Fig. 1: cell density map
The die is cut into 9 by 11 equal tiles; white is low, dark blue is high, 0 to 100% covered.
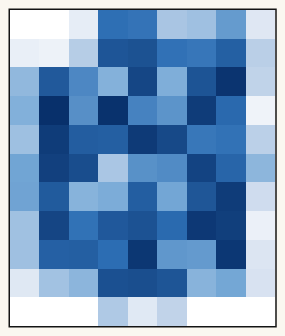
Fig. 2: I/O pins on the die edge
Pins as bars across the die edge, other pins in gray.
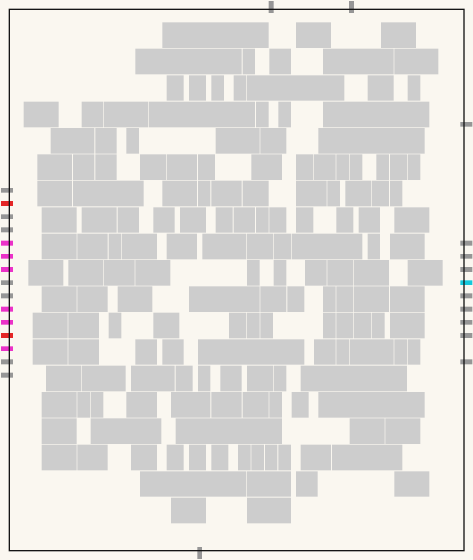
--- src/rtl/gnr_node_param.sv ---
// Parallel gene-regulatory-network node: N_SIM independent copies of one boolean
// node with configurable function, update delay, change pulse and stability detection.
module gnr_node_param #(
  parameter int N_SIM    = 2,
  parameter int N_IN     = 3,
  parameter int DELAY_W  = 2,
  parameter int STABLE_N = 4
) (
  input  logic                         clk,
  input  logic                         rst,
  input  logic                         reset_nos,
  input  logic [N_SIM-1:0]             init_state,
  input  logic [N_SIM-1:0]             start,
  input  logic [DELAY_W-1:0]           delay,
  input  logic [1:0]                   mode,
  input  logic [$clog2(N_IN+1)-1:0]    threshold,
  input  logic [N_IN-1:0]              inh_mask,
  input  logic [N_SIM*N_IN-1:0]        reg_in,
  output logic [N_SIM-1:0]             s,
  output logic [N_SIM-1:0]             changed,
  output logic [N_SIM-1:0]             stable
);

  localparam int TH_W = $clog2(N_IN + 1);
  localparam int SC_W = $clog2(STABLE_N + 1);

  typedef enum logic [1:0] {
    MODE_OR   = 2'd0,
    MODE_AND  = 2'd1,
    MODE_THR  = 2'd2,
    MODE_HOLD = 2'd3
  } mode_e;

  logic [N_SIM-1:0]   f;
  logic [DELAY_W-1:0] wait_q [N_SIM];
  logic [SC_W-1:0]    stab_q [N_SIM];

  // Candidate next state per copy; only committed when the copy actually updates.
  always_comb begin
    // NOTE: every combinational output gets a default first so no path leaves it unassigned (no latch).
    f = '0;
    for (int i = 0; i < N_SIM; i++) begin
      logic [N_IN-1:0] x;
      logic [TH_W-1:0] ones;
      x    = reg_in[i*N_IN +: N_IN] ^ inh_mask;
      ones = '0;
      for (int j = 0; j < N_IN; j++) begin
        ones = ones + TH_W'(x[j]);
      end
      case (mode_e'(mode))
        MODE_OR:   f[i] = |x;
        MODE_AND:  f[i] = &x;
        MODE_THR:  f[i] = (ones >= threshold);
        MODE_HOLD: f[i] = s[i];
      endcase
    end
  end

  always_ff @(posedge clk) begin
    // NOTE: sequential state uses non-blocking assignments so every copy sees pre-edge values.
    if (!rst) begin
      s       <= '0;
      changed <= '0;
      for (int i = 0; i < N_SIM; i++) begin
        wait_q[i] <= '0;
        stab_q[i] <= '0;
      end
    end else if (reset_nos) begin
      s       <= init_state;
      changed <= '0;
      for (int i = 0; i < N_SIM; i++) begin
        wait_q[i] <= '0;
        stab_q[i] <= '0;
      end
    end else begin
      for (int i = 0; i < N_SIM; i++) begin
        changed[i] <= 1'b0;
        if (start[i]) begin
          if (wait_q[i] == '0) begin
            s[i]       <= f[i];
            wait_q[i]  <= delay;
            changed[i] <= f[i] ^ s[i];
            if (f[i] != s[i]) begin
              stab_q[i] <= '0;
            end else if (stab_q[i] != SC_W'(STABLE_N)) begin
              stab_q[i] <= stab_q[i] + SC_W'(1);
            end
          end else begin
            // Skipped strobe: only the delay countdown moves.
            wait_q[i] <= wait_q[i] - DELAY_W'(1);
          end
        end
      end
    end
  end

  always_comb begin
    stable = '0;
    for (int i = 0; i < N_SIM; i++) begin
      stable[i] = (stab_q[i] == SC_W'(STABLE_N));
    end
  end

endmodule

--- config.mk ---
export PLATFORM = sky130hd
export DESIGN_NAME = gnr_node_param
export DESIGN_NICKNAME = d
export VERILOG_FILES = /design/src/rtl/gnr_node_param.sv
export SDC_FILE = /design/constraint.sdc
export NUM_CORES = 1
export LEC_CHECK = 0
export CAP_MARGIN = 10
export CORE_ASPECT_RATIO = 1.2
export CORE_UTILIZATION = 49
export DETAILED_ROUTE_END_ITERATION = 12
export PLACE_DENSITY = 0.85
export SYNTH_ARGS = -nofsm -noshare
export SYNTH_HDL_FRONTEND = slang
export SYNTH_SLANG_ARGS = --single-unit
--- constraint.sdc ---
create_clock -name clk -period 4.6 [get_ports clk]
set_clock_uncertainty 0.15 [all_clocks]
set_input_delay 0.92 -clock clk [delete_from_list [all_inputs] [get_ports clk]]
set_output_delay 0.92 -clock clk [all_outputs]
set_load 0.01 [all_outputs]
==> flow_summary.json <==
{
  "status": "finished clean",
  "r2r-end": "stab_q[0][1]",
  "start_kind": "input pin",
  "reg2reg_from": "s[0]",
  "gr-total-overflow": 0,
  "floorplan.core_util": 0.515,
  "vias": 1055,
  "dieArea_sq_um": 2600,
  "r2r_cells": 4,
  "fp_nets": 165,
  "p_per_area_nw_per_um2": 229,
  "leakage_nw": 0.606,
  "grt_pass1_vias": 1015,
  "comb_area_sq_um": 743,
  "ys_sh_simple": 0.223,
  "use_met1": 0.238,
  "ys_sh_mux": 0.00852,
  "grt_pass1_wl_um": 3890,
  "regArea_sq_um": 380,
  "hold_viol": 0,
  "slew_headroom": 0.641,
  "crit_family": "AND-OR/OR-AND gates",
  "synth-area-yosys_sq_um": 1170,
  "edf_count": 10,
  "startpoint": "inh_mask[1]",
  "first_pass_iters": 4,
  "root_buffer": "clkbuf_4",
  "maxCapViolations": 0,
  "rows": 19,
  "warnings": 28,
  "routed_wl_um": 2520,
  "synthFlopType": "edfxtp_1",
  "hold_start": "s[1]",
  "crit_arrival_ns": 4.06,
  "setup_slack_ns": 0.305,
  "async_flop_share": 0,
  "fillers": 206,
  "wl_met3_um": 125,
  "ios": 28,
  "drt-wirelength-per-cell_um": 13.1,
  "place.gp.congestion": 0.783,
  "drc_errors": 0,
  "worstHoldPathType": "reg2reg"
}
Notes on Fig. 1 above:
38% of the tiles are over 75% full. The mean over all tiles is 56%. 8.1% of the tiles are nearly empty. The fullest tile reaches 100%.
Final Util: 0.661
total core area: 2280 sq um

Notes on Fig. 2 above:
Key: cyan = `rst` [pins 1, direction input, edge east]; magenta = `reg_in` [pins 6, direction input, edge west]; red = `threshold` [pins 2, direction input, edge west]
All pins by edge: 15 west, 10 east, 2 north, 1 south.
Die Width: 46.7 um
IO buf count: 27
Die H: 55.6 um

## area by class of cell
type,instances,area share
Clock buffer,3,0.0149
Multi-Input combinational cell,103,0.493
Sequential cell,14,0.252
Inverter,14,0.0349
Timing Repair Buffer,27,0.179
Tap cell,31,0.0257
## stage by stage
| stage | hold slack, ns | util | TNS, ns |
|---|---|---|---|
| floorplan | 0.454 | - | 0 |
| global placement | 0.458 | 0.650 | 0 |
| detailed placement | 0.479 | 0.650 | -0.0972 |
| CTS | 0.487 | 0.660 | 0 |
| global route | 0.501 | 0.661 | 0 |
| finish | 0.490 | 0.661 | 0 |
## worst reg2reg max path, stage by stage, from the launching register on
cell	delay (ns)
dfxtp_1	0.46
a21boi_0	0.18
a311oi_1	0.44
nor2_1	0.14
a221oi_1	0.51
## power breakdown
part           switching (W)  leakage, nW  internal (W)   total, W
registers         0.00000725        0.148      0.000145   0.000152
logic              0.0000653        0.444     0.0000604   0.000126
clock network      0.0000369       0.0138     0.0000303  0.0000672
## registers in the layout, summed over array words and instances (netlist names)
register / flops
s: 2
changed: 2
stab_q: 6
wait_q: 4
## layout by cell type (no fill, tap or decap), types with 2 or more instances in the layout
cell type and instances:
nor2_1 10, nor3_1 3, and3_1 2, nor2b_1 5, xor2_1 5, a221oi_1 2, inv_1 13, clkbuf_4 3
fa_1 2, a22oi_1 2, o21ai_0 4, or3_1 2, a21oi_1 10, nand3_1 3, or4b_1 2, ha_1 10
a311oi_1 2, dfxtp_1 4, nand2_1 13, clkdlybuf4s50_1 27, and2_1 2, nor3b_1 3, edfxtp_1 10, o31ai_1 2
xnor2_1 3, nand2b_1 4
## timing repair
item                                    4_1_cts  5_1_grt
gates resized                                 0        1
endpoints found under the setup margin        0        3
setup buffers                                 0        0
hold endpoints to repair                      0        0
hold buffers                                  0        0
Power figures rest on the tool's default switching activity, not on a simulated workload.
